`config.mk`:
```
export PLATFORM = sky130hd
export DESIGN_NAME = car_sequencer_flat
export DESIGN_NICKNAME = d
export VERILOG_FILES = /design/src/rtl/car_sequencer_if.sv /design/src/rtl/car_sequencer.sv /design/src/flat_wrapper.sv
export SDC_FILE = /design/constraint.sdc
export NUM_CORES = 1
export LEC_CHECK = 0
export ABC_AREA = 1
export CORE_MARGIN = 8
export CORE_UTILIZATION = 35
export DETAILED_ROUTE_END_ITERATION = 6
export SLEW_MARGIN = 20
export SYNTH_ARGS = -nofsm -noshare
export SYNTH_HDL_FRONTEND = slang
export SYNTH_SLANG_ARGS = --single-unit
export TNS_END_PERCENT = 50
```
`constraint.sdc`:
```
create_clock -name MCLK -period 3.3 [get_ports MCLK]
set_input_delay 0.99 -clock MCLK [delete_from_list [all_inputs] [get_ports MCLK]]
set_output_delay 0.99 -clock MCLK [all_outputs]
set_load 0.005 [all_outputs]
```
`src/rtl/car_sequencer_if.sv`:
```
// Memory-side handshake between the microsequencer and the instruction/data memory.
// The sequencer is the requesting master; memory answers with read data and an ack.
interface car_sequencer_if;
  logic [15:0] fetch_word;
  logic        mem_ack;
  logic        mem_req;

  modport master (
    input  fetch_word,
    input  mem_ack,
    output mem_req
  );

  modport slave (
    output fetch_word,
    output mem_ack,
    input  mem_req
  );
endinterface

```
`src/rtl/car_sequencer.sv`:
```
// MSP430 microsequencer: steps each instruction (and interrupt entry) through its
// phases, publishing the phase code on CAR and the latched instruction on IR.
module car_sequencer #(
  parameter int CAR_BITS = 6
) (
  input  logic                MCLK,
  input  logic                RST_n,
  car_sequencer_if.master     memBus,
  input  logic                int_req,
  input  logic                GIE,
  input  logic                CPUOFF,
  output logic [CAR_BITS-1:0] CAR,
  output logic [15:0]         IR,
  output logic                INTACK,
  output logic                instr_done,
  output logic                illegal
);

  typedef enum logic [4:0] {
    RESET_VEC = 5'd0,
    FETCH     = 5'd1,
    SRC_EXT   = 5'd2,
    SRC_RD    = 5'd3,
    DST_EXT   = 5'd4,
    DST_RD    = 5'd5,
    EXEC      = 5'd6,
    DST_WR    = 5'd7,
    PUSH_WR   = 5'd8,
    CALL_WR   = 5'd9,
    RETI_SR   = 5'd10,
    RETI_PC   = 5'd11,
    JMP       = 5'd12,
    INT_PC    = 5'd13,
    INT_SR    = 5'd14,
    INT_VEC   = 5'd15,
    IDLE      = 5'd16
  } seqState_t;

  localparam logic [2:0] OP_PUSH = 3'd4;
  localparam logic [2:0] OP_CALL = 3'd5;
  localparam logic [2:0] OP_RETI = 3'd6;
  localparam logic [2:0] OP_BAD  = 3'd7;

  seqState_t state;
  seqState_t stateNext;

  logic [8:0] decHi;
  logic [5:0] decLo;
  logic [3:0] opcode;
  logic [2:0] fmtIIop;
  logic [3:0] srcReg;
  logic [1:0] srcMode;
  logic       isFmtI;
  logic       isFmtII;
  logic       isJump;
  logic       isIllegal;
  logic       dstIndexed;
  logic       isMov;
  logic       constGen;
  logic       srcExt;
  logic       srcRd;
  logic       dstWr;
  logic       memState;
  logic       wantInt;

  logic       doneNow;
  logic       ackNow;
  logic       illegalNow;
  seqState_t  afterSrc;
  seqState_t  firstPhase;
  seqState_t  endState;

  // During FETCH the word on the bus is decoded so the first phase can be chosen on the ack
  // cycle; every later phase decodes the latched IR. Bit 6 (byte/word) never steers sequencing.
  always_comb begin
    decHi = (state == FETCH) ? memBus.fetch_word[15:7] : IR[15:7];
    decLo = (state == FETCH) ? memBus.fetch_word[5:0]  : IR[5:0];
  end

  assign opcode     = decHi[8:5];
  assign fmtIIop    = decHi[2:0];
  assign dstIndexed = decHi[0];
  assign srcMode    = decLo[5:4];

  assign isFmtI    = (decHi[8:7] != 2'b00);
  assign isFmtII   = (decHi[8:3] == 6'b000100);
  assign isJump    = (decHi[8:6] == 3'b001);
  assign isIllegal = !(isFmtI || isFmtII || isJump) || (isFmtII && fmtIIop == OP_BAD);
  assign isMov     = (opcode == 4'd4);

  assign srcReg = isFmtI ? decHi[4:1] : decLo[3:0];

  // R3 always generates constants; R2 does so in the indirect modes.
  assign constGen = (srcReg == 4'd3) || (srcReg == 4'd2 && srcMode[1]);

  assign srcExt = (srcMode == 2'b01 && srcReg != 4'd3) ||
                  (srcMode == 2'b11 && srcReg == 4'd0);
  assign srcRd  = (srcMode == 2'b01 && srcReg != 4'd3) ||
                  (srcMode[1] && srcReg != 4'd0 && srcReg != 4'd2 && srcReg != 4'd3);
  assign dstWr  = isFmtI ? dstIndexed : (srcMode != 2'b00 && !constGen);

  assign memState = !(state == EXEC || state == JMP || state == IDLE);
  assign wantInt  = int_req && GIE;

  always_ff @(posedge MCLK or negedge RST_n) begin
    if (!RST_n) begin
      state <= RESET_VEC;
    end else begin
      state <= stateNext;
    end
  end

  always_ff @(posedge MCLK or negedge RST_n) begin
    if (!RST_n) begin
      IR <= 16'h0000;
    end else if (state == FETCH && memBus.mem_ack) begin
      IR <= memBus.fetch_word;
    end
  end

  // Memory phases hold until acked; every other phase lasts one cycle. Instruction-end
  // decisions for memory phases are taken on their ack cycle.
  always_comb begin
    stateNext  = state;
    doneNow    = 1'b0;
    ackNow     = 1'b0;
    illegalNow = 1'b0;
    afterSrc   = EXEC;
    firstPhase = EXEC;
    endState   = FETCH;

    if (isFmtI) begin
      afterSrc = dstIndexed ? DST_EXT : EXEC;
    end else if (fmtIIop == OP_PUSH) begin
      afterSrc = PUSH_WR;
    end else if (fmtIIop == OP_CALL) begin
      afterSrc = CALL_WR;
    end

    if (srcExt) begin
      firstPhase = SRC_EXT;
    end else if (srcRd) begin
      firstPhase = SRC_RD;
    end else begin
      firstPhase = afterSrc;
    end

    if (wantInt) begin
      endState = INT_PC;
    end else if (CPUOFF) begin
      endState = IDLE;
    end

    case (state)
      RESET_VEC: if (memBus.mem_ack) stateNext = FETCH;
      FETCH: begin
        if (memBus.mem_ack) begin
          if (isIllegal) begin
            illegalNow = 1'b1;
            doneNow    = 1'b1;
            stateNext  = endState;
          end else if (isJump) begin
            stateNext = JMP;
          end else if (isFmtII && fmtIIop == OP_RETI) begin
            stateNext = RETI_SR;
          end else begin
            stateNext = firstPhase;
          end
        end
      end
      SRC_EXT: if (memBus.mem_ack) stateNext = srcRd ? SRC_RD : afterSrc;
      SRC_RD:  if (memBus.mem_ack) stateNext = afterSrc;
      DST_EXT: if (memBus.mem_ack) stateNext = isMov ? EXEC : DST_RD;
      DST_RD:  if (memBus.mem_ack) stateNext = EXEC;
      EXEC: begin
        if (dstWr) begin
          stateNext = DST_WR;
        end else begin
          doneNow   = 1'b1;
          stateNext = endState;
        end
      end
      DST_WR, PUSH_WR, CALL_WR, RETI_PC: begin
        if (memBus.mem_ack) begin
          doneNow   = 1'b1;
          stateNext = endState;
        end
      end
      RETI_SR: if (memBus.mem_ack) stateNext = RETI_PC;
      JMP: begin
        doneNow   = 1'b1;
        stateNext = endState;
      end
      INT_PC: if (memBus.mem_ack) stateNext = INT_SR;
      INT_SR: if (memBus.mem_ack) stateNext = INT_VEC;
      INT_VEC: begin
        // The ISR always runs, so CPUOFF is not consulted here.
        if (memBus.mem_ack) begin
          doneNow   = 1'b1;
          ackNow    = 1'b1;
          stateNext = FETCH;
        end
      end
      IDLE:    if (wantInt) stateNext = INT_PC;
      default: stateNext = RESET_VEC;
    endcase
  end

  // Reset gates the request so an in-flight access is dropped the moment RST_n falls.
  assign memBus.mem_req = RST_n && memState;
  assign CAR            = CAR_BITS'(state);
  assign instr_done     = doneNow;
  assign INTACK         = ackNow;
  assign illegal        = illegalNow;

endmodule

```
`src/flat_wrapper.sv`:
```
// flat-port wrapper written by rule: the top's interface ports become plain ports
module car_sequencer_flat 
#(
  parameter int CAR_BITS = 6
)
  (MCLK, RST_n, int_req, GIE, CPUOFF, CAR, IR, INTACK, instr_done, illegal, memBus_fetch_word, memBus_mem_ack, memBus_mem_req);
  car_sequencer_if memBus_i ();
  input  logic MCLK;
  input  logic RST_n;
  input  logic int_req;
  input  logic GIE;
  input  logic CPUOFF;
  output logic [CAR_BITS-1:0] CAR;
  output logic [15:0] IR;
  output logic INTACK;
  output logic instr_done;
  output logic illegal;
  input wire logic [$bits(memBus_i.fetch_word)-1:0] memBus_fetch_word;
  input wire logic [$bits(memBus_i.mem_ack)-1:0] memBus_mem_ack;
  output wire logic [$bits(memBus_i.mem_req)-1:0] memBus_mem_req;
  assign memBus_i.fetch_word = memBus_fetch_word;
  assign memBus_i.mem_ack = memBus_mem_ack;
  assign memBus_mem_req = memBus_i.mem_req;
  car_sequencer #(.CAR_BITS(CAR_BITS)) u_core (.MCLK(MCLK), .RST_n(RST_n), .memBus(memBus_i), .int_req(int_req), .GIE(GIE), .CPUOFF(CPUOFF), .CAR(CAR), .IR(IR), .INTACK(INTACK), .instr_done(instr_done), .illegal(illegal));
endmodule
```
==> impl_metrics.csv <==
group,metric,value,unit
hold_path,hold_class,"reg2reg",
clock_network,cts_tree,"yes",
setup_path,critical-path-top-delay-family,"buffers and inverters",
timing,holdWs,0.511,ns
power_and_ir_drop,p_per_area,1250,nW/µm²
setup_path,crit_buf_inv,2,
synth,synth.most_common_cell,"nand2_1",
clock_network,cts_buffers,3,
timing,finClkSkew,0.00814,ns
setup_path,r2r_start,"u_core.state[2]",
synth,yosys_area,1890,µm²
synth,ys.flop_type,"dfrtp_1",
setup_path,critPathMaxFanout,2,
floorplanning,rows,26,
layout,nets,441,
setup_path,crit_start,"RST_n",
timing,period_needed,3.26,ns
flow_run,maxCapViolations,0,
power_and_ir_drop,seq_power_share,11.8,%
synth,syn_inst,295,
floorplanning,fp-utilization,36.5,%
synth,ys_warn_count,0,
timing,slew_headroom,62.3,%
setup_path,crit_path_end,"memBus_mem_req",
clock_network,clock_sinks,21,
synth,synth_area_leader_cell,"dfrtp_1",
setup_path,reg2reg_depth,23,
synth,edf_count,0,
synth,ys.flops,21,
synth,postSynthSeqShare,27.9,%
power_and_ir_drop,combPwrFrac,83.9,%
synth,ys_cells,295,
timing,hold_violations,0,
route,first_iter_violations,169,
power_and_ir_drop,power,4.06,mW
hold_path,whs_path_depth,2,
synth,async_flop_share,100,%
timing,worstMarginPinSlew,0.564,ns
flow_run,warnings,27,
grt,gr-total-overflow,0,
setup_path,start_kind,"input pin",
floorplanning,io_pins,48,
setup_path,crit_path_end_kind,"primary output",
synth,syn-cell-area,1890,µm²
route,dr.pass1.iters,4,
setup_path,ff2ff_setup_slack,0.16,ns
setup_path,slowest_stage,"clkdlybuf4s50_1",
synth,top_cell_area_share,27.9,%
power_and_ir_drop,p_sw_share,47.0,%
clock_network,cts_max_level,1,
grt,grt_pass1_wl,10600,µm
synth,syn_area_per_cell,6.40,µm²
floorplanning,chipArea,8000,µm²
power_and_ir_drop,clkPwrFrac,4.3,%
clock_network,clk_pin_slew,0.08,ns
layout,drive_gt1_share,38.8,%
timing,slew_viol_final,0,
clock_network,cts.path.max_buffers,2,
layout,antenna_cells,0,
status,outcome,"completed",
grt,grt_max_degree,22,
clock_network,insertion_delay,0.26,ns
timing,rsz0062_at_grt,"true",
power_and_ir_drop,ir_worst_vdd,0.531,mV
route,wirelength,6550,µm
grt,antenna_found_initial,0,
setup_path,worstSetupPathDepth,4,
synth,yosysUniqueCellTypes,33,
setup_path,required,2.31,ns
timing,setup_viol,0,
## logic make-up after synthesis
family,after synthesis,share of synthesized area (%)
AOI/OAI and AO/OA,37,11.5
DFF,21,27.9
buffers and inverters,45,10.1
and+or+nand+nor,188,48.5
muxes,3,1.79
other,1,0.199
## power groups by stage
stage	Clock, mW	Sequential, mW	Combinational [mW]
after floorplan	0	0.490	1.39
after global routing	0.190	0.496	3.71
after CTS	0.181	0.478	3.01
final	0.176	0.479	3.41
after global placement	0	0.479	2.37
after detailed placement	0	0.479	2.39
## how the worst min path moves through the flow
stage,startpoint,endpoint,slack [ns]
3_3_place_gp,u_core.IR[6],u_core.IR[6],0.49
5_1_grt,u_core.IR[2],u_core.IR[2],0.56
3_5_place_dp,u_core.IR[2],u_core.IR[2],0.50
6_report,u_core.IR[3],u_core.IR[3],0.51
2_1_floorplan,u_core.IR[3],u_core.IR[3],0.49
4_1_cts,u_core.IR[2],u_core.IR[2],0.52
## tightest hold or removal path, stage by stage (launching register included)
cell and delay [ns]:
dfrtp_1 0.36, nand2_1 0.05, o21ai_0 0.06
## flip-flops by register name (all words and copies together), names as in the netlist
signal	cells
u_core.state	5
u_core.IR	16
## layout by cell type, fill, tap and decap left out, types with 2 or more instances in the layout
cell type        Yosys  final
nand3_2              4      4
inv_4                1      2
buf_4                1     74
o21ai_2              4      5
clkinv_2             0      2
o21ai_1              5      3
nand4_1              7      7
clkdlybuf4s50_1      0     32
nand2_1             98     87
o21ai_4              0      3
buf_2                1      2
nand3_4              2      7
dfrtp_1             21     21
nand3_1             26     21
buf_6                2      5
clkdlybuf4s15_1      0      2
o21ai_0             20     18
nor2_4               3      5
mux2_2               3      3
dlygate4sd2_1        0      7
nor3_1               3      3
nand2_4              5     10
nor2_1              28     25
inv_1               33     20
nor2_2               2      3
inv_2                2     14
a21oi_1              4      3
buf_12               0      2
nand2_2              6     11
clkbuf_8             0      3
or2_2                2      2
## final cells by class
class / count / area [µm²]
Multi-Input combinational cell: 229 / 1370
Tap cell: 70 / 87.6
Clock inverter: 1 / 5.00
Clock buffer: 3 / 41.3
Timing Repair Buffer: 126 / 1080
Inverter: 38 / 149
Sequential cell: 21 / 526
Fill cell: 459 / 1920
## per-stage QoR
stage | instances | worst slack (ns) | utilization, % | instance area (µm²)
2_1_floorplan | 295 | 0.323 | - | 1890
3_3_place_gp | 440 | -0.636 | 51.4 | 2660
3_5_place_dp | 440 | -0.693 | 51.4 | 2660
4_1_cts | 482 | 0.00305 | 59.4 | 3070
5_1_grt | 488 | -0.0395 | 62.9 | 3250
6_report | 488 | 0.0357 | 62.9 | 3250
## metal layers
layer / GRT usage, % / vias up / wire length, µm
li1: - / 1189 / -
met1: 20.6 / 1114 / 2850
met2: 29.3 / 60 / 3310
met3: 2.76 / 6 / 314
met4: 4.68 / 0 / 75
met5: 0 / - / 0
## what timing repair did
item                       in CTS  in global routing
gates resized                  55                 35
buffers inserted               39                  8
cloned                          0                  0
pin swaps                      33                 33
setup endpoints to repair       2                  7
==> images/layer_met1.png <==
Supply wires on this layer in gray.
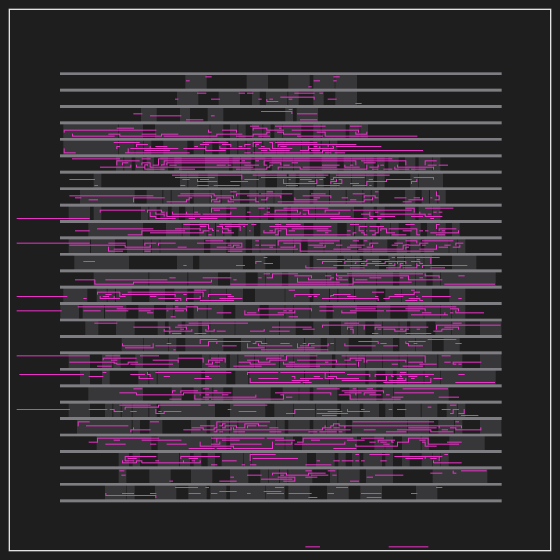
share of all routed wire: 44%
nets with wire on the layer: 406
longest straight run: 38.6 µm
main direction: horizontal
wire length on this layer: 2850 µm

==> images/layer_met2.png <==
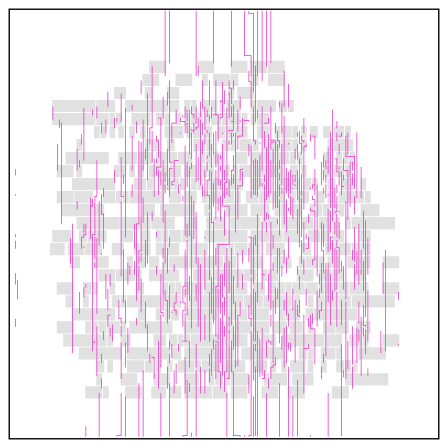
wire length on this layer: 3310 µm
share of all routed wire: 50%
longest straight run: 27.5 µm
nets with wire on the layer: 370

==> images/flops_by_reg.png <==
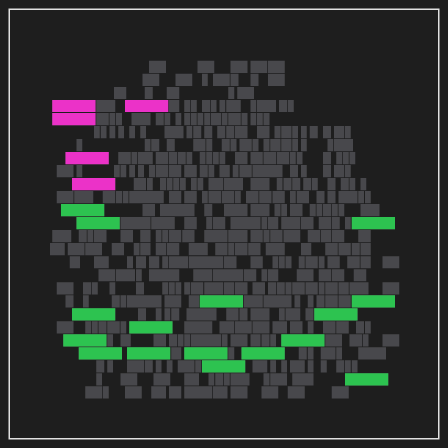
legend:
  `u_core.state`:
    color: magenta
    flops: 5
    where: upper left
  `u_core.IR`:
    color: green
    flops: 16

Power and IR drop assume default switching activity.
